==> config.mk <==
export PLATFORM = sky130hd
export DESIGN_NAME = mem_stage_flat
export DESIGN_NICKNAME = d
export VERILOG_FILES = /design/src/rtl/mem_stage_pkg.sv /design/src/rtl/mem_stage_if.sv /design/src/rtl/mem_stage_dmem_handshake.sv /design/src/rtl/mem_stage.sv /design/src/flat_wrapper.sv
export SDC_FILE = /design/constraint.sdc
export NUM_CORES = 1
export LEC_CHECK = 0
export CORE_AREA = 2 2 235 237
export CTS_BUF_LIST = sky130_fd_sc_hd__clkbuf_8
export DETAILED_ROUTE_END_ITERATION = 16
export DIE_AREA = 0 0 237 239
export GPL_ROUTABILITY_DRIVEN = 0
export GPL_TIMING_DRIVEN = 1
export PLACE_DENSITY = 0.54
export SYNTH_ARGS = -nofsm -noshare
export SYNTH_HDL_FRONTEND = slang
export SYNTH_SLANG_ARGS = --single-unit
==> constraint.sdc <==
create_clock -name clk -period 3.2 [get_ports clk]
set_input_delay 0.64 -clock clk [delete_from_list [all_inputs] [get_ports clk]]
set_output_delay 0.64 -clock clk [all_outputs]
set_load 0.02 [all_outputs]
==> src/rtl/mem_stage_pkg.sv <==
// Shared constants and types for the LEGv8 memory-access stage:
// datapath widths, handshake FSM encoding and pipeline-register layouts.
package mem_stage_pkg;

    localparam int WORD  = 64;
    localparam int REG_W = 5;

    typedef enum logic {
        IDLE   = 1'b0,
        ACCESS = 1'b1
    } state_t;

    typedef struct packed {
        logic             valid;
        logic [WORD-1:0]  alu_result;
        logic [WORD-1:0]  read_data2;
        logic [WORD-1:0]  branch_target;
        logic             zero;
        logic [REG_W-1:0] write_register;
        logic             reg_write;
        logic             mem_to_reg;
        logic             mem_read;
        logic             mem_write;
        logic             branch;
        logic             uncond_branch;
    } ex_mem_t;

    typedef struct packed {
        logic             valid;
        logic [WORD-1:0]  read_data;
        logic [WORD-1:0]  alu_result;
        logic [REG_W-1:0] write_register;
        logic             reg_write;
        logic             mem_to_reg;
    } mem_wb_t;

    function automatic logic needs_access(input logic valid, input logic mem_read,
                                          input logic mem_write);
        return valid & (mem_read | mem_write);
    endfunction

    // A store wins over a load when both control bits are set.
    function automatic logic is_load(input logic valid, input logic mem_read,
                                     input logic mem_write);
        return valid & mem_read & ~mem_write;
    endfunction

    function automatic logic take_branch(input logic valid, input logic branch,
                                         input logic uncond_branch, input logic zero);
        return valid & (uncond_branch | (branch & zero));
    endfunction

endpackage

==> src/rtl/mem_stage_if.sv <==
// Data-memory req/ack bus between the memory stage (master) and the
// data memory (slave).
interface mem_stage_if;
    import mem_stage_pkg::*;

    logic            dmem_req;
    logic            dmem_we;
    logic [WORD-1:0] dmem_addr;
    logic [WORD-1:0] dmem_wdata;
    logic [WORD-1:0] dmem_rdata;
    logic            dmem_ack;

    modport master (
        output dmem_req,
        output dmem_we,
        output dmem_addr,
        output dmem_wdata,
        input  dmem_rdata,
        input  dmem_ack
    );

    modport slave (
        input  dmem_req,
        input  dmem_we,
        input  dmem_addr,
        input  dmem_wdata,
        output dmem_rdata,
        output dmem_ack
    );

endinterface

==> src/rtl/mem_stage_dmem_handshake.sv <==
// IDLE/ACCESS handshake FSM: tracks the outstanding data-memory access and
// produces the request, the upstream stall and the stage-completion strobe.
module dmem_handshake
    import mem_stage_pkg::*;
(
    input  logic clk,
    input  logic rst,
    input  logic start,
    input  logic ack,
    output logic req,
    output logic stall,
    output logic done
);

    state_t state;

    // NOTE: sequential state uses non-blocking assignments so every register
    // samples pre-edge values; reset is synchronous, so it lives inside the edge.
    always_ff @(posedge clk) begin
        if (rst) begin
            state <= IDLE;
        end else begin
            case (state)
                IDLE:    if (start) state <= ACCESS;
                ACCESS:  if (ack)   state <= start ? ACCESS : IDLE;
                default: state <= IDLE;
            endcase
        end
    end

    // Ack in IDLE is a stray and has no effect on any of these.
    assign req   = (state == ACCESS);
    assign stall = (state == ACCESS) & ~ack;
    assign done  = ~stall;

endmodule

==> src/rtl/mem_stage.sv <==
// LEGv8 memory-access stage: EX/MEM register, branch resolution, data-memory
// access via the req/ack bus, and the MEM/WB register feeding write-back.
module mem_stage
    import mem_stage_pkg::*;
(
    input  logic             clk,
    input  logic             rst,

    input  logic             valid_in,
    input  logic [WORD-1:0]  alu_result_in,
    input  logic [WORD-1:0]  read_data2_in,
    input  logic [WORD-1:0]  branch_target_in,
    input  logic             zero_in,
    input  logic [REG_W-1:0] write_register_in,
    input  logic             reg_write_in,
    input  logic             mem_to_reg_in,
    input  logic             mem_read_in,
    input  logic             mem_write_in,
    input  logic             branch_in,
    input  logic             uncond_branch_in,

    mem_stage_if.master      bus,

    output logic             stall,
    output logic             pc_src,
    output logic [WORD-1:0]  branch_target_out,
    output logic             valid_out,
    output logic [WORD-1:0]  read_data_out,
    output logic [WORD-1:0]  alu_result_out,
    output logic [REG_W-1:0] write_register_out,
    output logic             reg_write_out,
    output logic             mem_to_reg_out
);

    ex_mem_t ex_next;
    ex_mem_t ex_q;
    mem_wb_t wb_q;
    logic    start;
    logic    done;
    logic    req;

    // NOTE: every field is assigned unconditionally, so no latch can form.
    always_comb begin
        ex_next = '{
            valid:          valid_in,
            alu_result:     alu_result_in,
            read_data2:     read_data2_in,
            branch_target:  branch_target_in,
            zero:           zero_in,
            write_register: write_register_in,
            reg_write:      reg_write_in,
            mem_to_reg:     mem_to_reg_in,
            mem_read:       mem_read_in,
            mem_write:      mem_write_in,
            branch:         branch_in,
            uncond_branch:  uncond_branch_in
        };
    end

    always_ff @(posedge clk) begin
        if (rst) begin
            ex_q <= '0;
        end else if (!stall) begin
            ex_q <= ex_next;
        end
    end

    // A new access starts only on an edge where EX/MEM actually captures.
    assign start = ~stall & needs_access(valid_in, mem_read_in, mem_write_in);

    dmem_handshake u_handshake (
        .clk   (clk),
        .rst   (rst),
        .start (start),
        .ack   (bus.dmem_ack),
        .req   (req),
        .stall (stall),
        .done  (done)
    );

    // EX/MEM is frozen while req is high, so the bus fields stay stable.
    assign bus.dmem_req   = req;
    assign bus.dmem_we    = ex_q.mem_write;
    assign bus.dmem_addr  = ex_q.alu_result;
    assign bus.dmem_wdata = ex_q.read_data2;

    assign pc_src            = take_branch(ex_q.valid, ex_q.branch, ex_q.uncond_branch, ex_q.zero);
    assign branch_target_out = ex_q.branch_target;

    always_ff @(posedge clk) begin
        if (rst) begin
            wb_q <= '0;
        end else if (done) begin
            wb_q.valid          <= ex_q.valid;
            wb_q.reg_write      <= ex_q.valid & ex_q.reg_write;
            wb_q.mem_to_reg     <= ex_q.mem_to_reg;
            wb_q.write_register <= ex_q.write_register;
            wb_q.alu_result     <= ex_q.alu_result;
            wb_q.read_data      <= is_load(ex_q.valid, ex_q.mem_read, ex_q.mem_write)
                                   ? bus.dmem_rdata : '0;
        end else begin
            // Waiting on memory: emit a bubble, keep the data fields.
            wb_q.valid     <= 1'b0;
            wb_q.reg_write <= 1'b0;
        end
    end

    assign valid_out          = wb_q.valid;
    assign read_data_out      = wb_q.read_data;
    assign alu_result_out     = wb_q.alu_result;
    assign write_register_out = wb_q.write_register;
    assign reg_write_out      = wb_q.reg_write;
    assign mem_to_reg_out     = wb_q.mem_to_reg;

endmodule

==> src/flat_wrapper.sv <==
// flat-port wrapper written by rule: the top's interface ports become plain ports
module mem_stage_flat import mem_stage_pkg::*;
  (clk, rst, valid_in, alu_result_in, read_data2_in, branch_target_in, zero_in, write_register_in, reg_write_in, mem_to_reg_in, mem_read_in, mem_write_in, branch_in, uncond_branch_in, stall, pc_src, branch_target_out, valid_out, read_data_out, alu_result_out, write_register_out, reg_write_out, mem_to_reg_out, bus_dmem_req, bus_dmem_we, bus_dmem_addr, bus_dmem_wdata, bus_dmem_rdata, bus_dmem_ack);
  mem_stage_if bus_i ();
  input  logic clk;
  input  logic rst;
  input  logic valid_in;
  input  logic [WORD-1:0] alu_result_in;
  input  logic [WORD-1:0] read_data2_in;
  input  logic [WORD-1:0] branch_target_in;
  input  logic zero_in;
  input  logic [REG_W-1:0] write_register_in;
  input  logic reg_write_in;
  input  logic mem_to_reg_in;
  input  logic mem_read_in;
  input  logic mem_write_in;
  input  logic branch_in;
  input  logic uncond_branch_in;
  output logic stall;
  output logic pc_src;
  output logic [WORD-1:0] branch_target_out;
  output logic valid_out;
  output logic [WORD-1:0] read_data_out;
  output logic [WORD-1:0] alu_result_out;
  output logic [REG_W-1:0] write_register_out;
  output logic reg_write_out;
  output logic mem_to_reg_out;
  output wire logic [$bits(bus_i.dmem_req)-1:0] bus_dmem_req;
  output wire logic [$bits(bus_i.dmem_we)-1:0] bus_dmem_we;
  output wire logic [$bits(bus_i.dmem_addr)-1:0] bus_dmem_addr;
  output wire logic [$bits(bus_i.dmem_wdata)-1:0] bus_dmem_wdata;
  input wire logic [$bits(bus_i.dmem_rdata)-1:0] bus_dmem_rdata;
  input wire logic [$bits(bus_i.dmem_ack)-1:0] bus_dmem_ack;
  assign bus_dmem_req = bus_i.dmem_req;
  assign bus_dmem_we = bus_i.dmem_we;
  assign bus_dmem_addr = bus_i.dmem_addr;
  assign bus_dmem_wdata = bus_i.dmem_wdata;
  assign bus_i.dmem_rdata = bus_dmem_rdata;
  assign bus_i.dmem_ack = bus_dmem_ack;
  mem_stage u_core (.clk(clk), .rst(rst), .valid_in(valid_in), .alu_result_in(alu_result_in), .read_data2_in(read_data2_in), .branch_target_in(branch_target_in), .zero_in(zero_in), .write_register_in(write_register_in), .reg_write_in(reg_write_in), .mem_to_reg_in(mem_to_reg_in), .mem_read_in(mem_read_in), .mem_write_in(mem_write_in), .branch_in(branch_in), .uncond_branch_in(uncond_branch_in), .bus(bus_i), .stall(stall), .pc_src(pc_src), .branch_target_out(branch_target_out), .valid_out(valid_out), .read_data_out(read_data_out), .alu_result_out(alu_result_out), .write_register_out(write_register_out), .reg_write_out(reg_write_out), .mem_to_reg_out(mem_to_reg_out));
endmodule
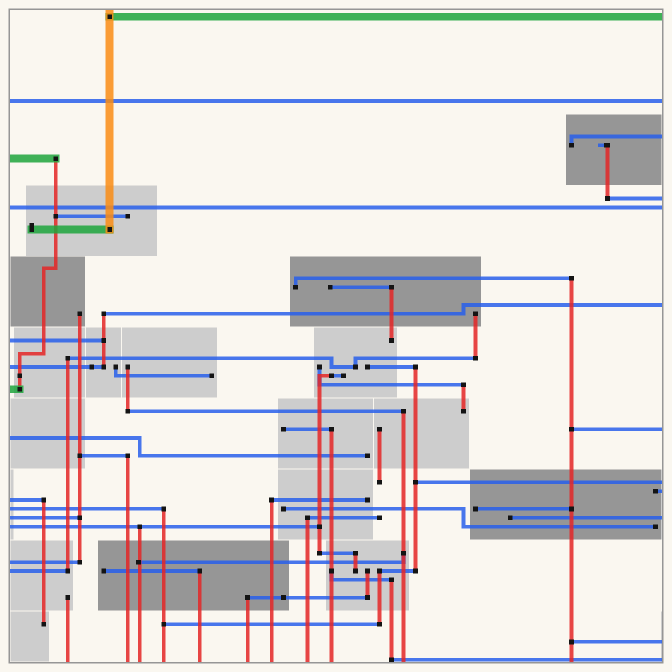
**Above:** run 1 (zoomed window).
Region (165, 47) to (190, 72) um. Cells in grey, sequential cells in the stronger grey; small squares are vias.
Key: orange = M4; green = M3; blue = M1; red = M2
Sequential cells in the window: 4. Netlist names of flops here include `u_core.read_data_out` (3), `u_core.alu_result_out` (1). Most frequent: clkdlybuf4s50_1 (6), dfxtp_1 (4), a22o_1 (2). 15 logic cells have their middle in the window.

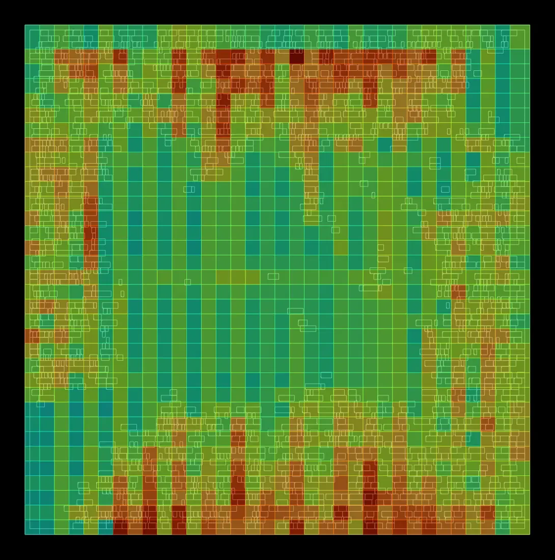
**Above:** run 1 (track usage over the die).
Util after Layout: 0.357
per-cell routed wire length: 16.5 um
met2 capacity usage during global routing: 0.248

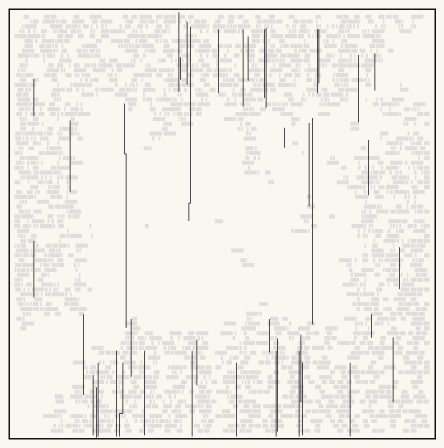
**Above:** run 1 (signal wires on met4).
The longest straight run is 115 um. The layer holds 3.9% of the routed length. The layer carries 1,710 um of wire. 31 nets have wire on it. The wires run mostly vertical.
total vias in the final route: 11,300
total routed wirelength: 44,200 um

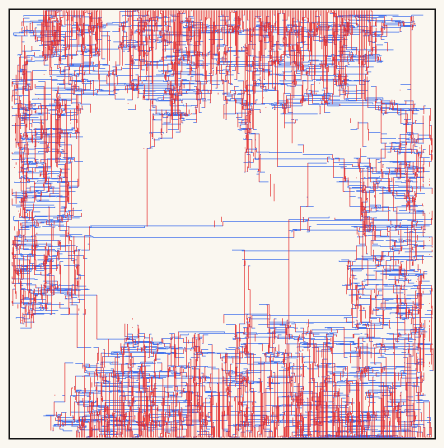
**Above:** run 1 (metal layers overlaid).
Only two layers are drawn.
Key: red = M2 [wire length 21.7 mm]; blue = M1 [wire length 17,800 um]

-- run 1: logic make-up (layout without fill, tap and decap cells) --
group	count (synthesis)	after routing	synth area share
DFF	342	342	0.532
buffers and inverters	298	728	0.150
and+or+nand+nor	557	557	0.165
other	0	3	0
AOI/OAI and AO/OA	342	342	0.152
-- run 1: metal layers --
metal / vias to the layer above / share of wire
met5: - / 0.00041
met4: 2 / 0.039
met3: 99 / 0.068
met2: 371 / 0.49
met1: 5264 / 0.40
li1: 5571 / -
-- run 1: sequential cells by signal, indices dropped and copies added, names as in the netlist, 5 cells and up --
register                   cells
u_core.alu_result_out         64
u_core.write_register_out      5
u_core.bus.dmem_addr          64
u_core.bus.dmem_wdata         64
u_core.read_data_out          64
u_core.ex_q                   12
u_core.branch_target_out      64
==> reports/README.md, run 1 <==
| Quantity | This run |
|---|---|
| GRT Overall Usage | 0.149 |
| Minimum setup slack in the final design | 0.542 ns |
| Met3 layer usage reported by global route | 0.0480 |
| Most crowded layer after global routing | met2 |
| Inst Count DP | 2,559 |
| Count of cells along the worst hold path | 2 |
| Pre-CTS setup slack | 0.535 ns |
| Number of H-tree branching levels | 3 |
| Total of flip-flops plus latches after synthesis | 342 |
| R2R Path Start | u_core.u_handshake.req |
| Number of standard cells in the layout, taps in and fillers out | 2,676 |
| #MultiIn Comb | 899 |
| Final nets | 2,195 |
| Number of non-clock buffers in the layout | 613 |
| FFs w/ async S/R, synth | 0 |
| Hold Startpoint | u_core.alu_result_out[51] |
| Final critical path time including I/O delays and setup | 2.66 ns |
| Number of distinct library cells after synthesis | 18 |
| Avg Cell Area, Syn | 8.36 sq um |
| Layout cells sized above 1 | 0.0579 |
| Critical R2R Capture | u_core.bus.dmem_wdata[34] |
| Worst IR drop on VDD | 274 uV |
| Number of warnings printed during yosys synthesis | 0 |
| Power dissipated in the clock network | 4.38 mW |
| Power Density | 539 mW/mm^2 |
| Area of the core | 0.0543 sq mm |
| Power in combinational cells | 1.47 mW |
| Biggest consumer | registers |
| Total power | 10.5 mW |
| Max-cap check violation count | 0 |
| Post-synth EDFFs | 0 |
| Slew at the pin closest to its max-slew limit | 0.895 ns |
| Number of cells in Yosys stat | 1,539 |
| Run status | finished clean |
| Crit-path max FO | 20 |
**Run 1: supply network**

Bar = 50 um. Pins as bars on the die edge. Tap cells in grey.
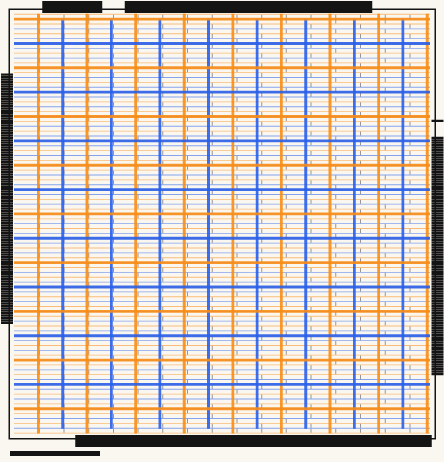

--- run 2 (diff from run 1) ---
CORE_AREA = 2 2 232 234   (was 2 2 235 237)
DIE_AREA = 0 0 234 236   (was 0 0 237 239)
PLACE_DENSITY = 0.55   (was 0.54)
clock period = 2.5 ns   (was 3.2 ns; I/O delays follow)
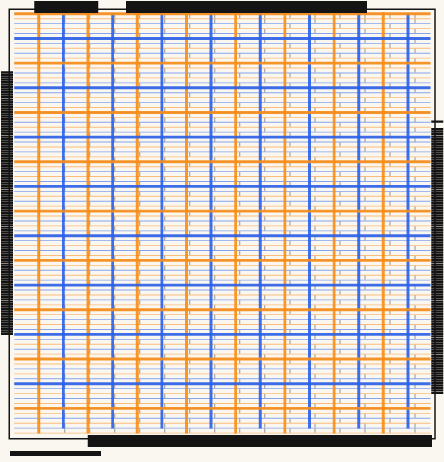
**Above:** run 2 (supply network).
Bar = 50 um. Pins as bars on the die edge. Tap cells in grey.
Key: blue = VDD; orange = VSS
696 tap cells. 16 straps on met4.
Die Y: 236 um
die boundary width: 234 um

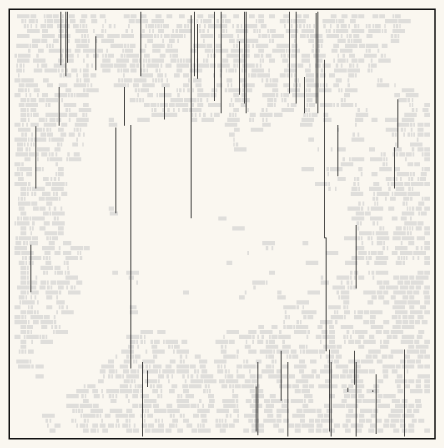
**Above:** run 2 (signal wires on met4).
The wires run mostly vertical. The layer carries 1,770 um of wire. The layer holds 4.1% of the routed length.

==> reports/README.md, run 2 <==
| Quantity | This run | Delta |
|---|---|---|
| Run status | finished clean |  |
| Pre-CTS setup slack | 0.149 ns | -0.387 ns |
| Total of flip-flops plus latches after synthesis | 342 | unchanged |
| Number of non-clock buffers in the layout | 614 | +0.16% |
| Post-synth EDFFs | 0 | unchanged |
| Total routed wirelength | 43,400 um | -1.8% |
| CP peak stage delay | 0.59 ns |  |
| Avg Cell Area, Syn | 8.36 sq um | unchanged |
| Worst IR drop on VDD | 364 uV | +33% |
| #MultiIn Comb | 899 | unchanged |
| Slew at the pin closest to its max-slew limit | 0.954 ns | +0.0589 ns |
| GRT Overall Usage | 0.150 | +0.00123 |
| Inst Count DP | 2,552 | -0.27% |
| Count of cells along the worst hold path | 3 | +1 |
| Filler Cells Inserted | 5,429 |  |
| Final critical path time including I/O delays and setup | 2.37 ns |  |
| Final nets | 2,196 | +0.046% |
| Max-cap check violation count | 0 | unchanged |
| Most instantiated logic cells after routing | sky130_fd_sc_hd__clkdlybuf4s50_1, sky130_fd_sc_hd__nand2_1, sky130_fd_sc_hd__dfxtp_1 |  |
| Number of standard cells in the layout, taps in and fillers out | 2,673 | -0.11% |
| OpenROAD warnings | 38 |  |
| Area of the core | 0.0531 sq mm | -2.3% |
| Number of cells in Yosys stat | 1,539 | unchanged |
| Power in combinational cells | 1.88 mW | +28% |
| Hold Startpoint | read_data2_in[13] |  |
| Worst-case reg-to-reg path depth | 4 |  |
| Total power | 13.3 mW | +28% |
| Per-cell routed wire length | 16.2 um | -1.6% |
| Number of warnings printed during yosys synthesis | 0 | unchanged |
| Crit-path max FO | 4 | -80% |
| Util after Layout | 0.365 | +0.00863 |
| Total vias in the final route | 11,300 | -0.50% |
| Pin count of the biggest net entering global routing | 178 |  |
| Minimum setup slack in the final design | 0.128 ns | -0.414 ns |
| Final setup skew | 0.0241 ns |  |
| RSZ-0062 raised after global routing | no |  |
| Switching share of power | 0.267 |  |
| Number of distinct library cells after synthesis | 18 | unchanged |
| Power dissipated in the clock network | 5.56 mW | +27% |
| R2R Path Start | u_core.u_handshake.req |  |
| Layout cells sized above 1 | 0.0578 | -0.0000881 |
| Number of H-tree branching levels | 3 | unchanged |
| Element type at the critical path start | flop |  |
==> run 2: layer usage <==
layer,vias to the layer above,GRT usage,share of wire
met5,-,0,0.00030
met1,5199,0.165,0.39
li1,5575,-,-
met3,97,0.0498,0.078
met4,2,0.0861,0.041
met2,378,0.252,0.49
==> run 2: final timing paths <==
| kind | end | slack, ns |
|---|---|---|
| worst min register to register | u_core.branch_target_out[35] | 0.45 |
| worst min-delay path | u_core.bus.dmem_wdata[13] | 0.43 |
| worst max-delay path | stall | 0.13 |
| worst max register to register | u_core.read_data_out[56] | 0.71 |
==> run 2: cells by family after synthesis <==
logic type | after synthesis | share of synthesized area
AND/OR/NAND/NOR | 557 | 0.165
flip-flops | 342 | 0.532
AND-OR/OR-AND | 342 | 0.152
buffers and inverters | 298 | 0.150
Power and IR drop assume default switching activity.
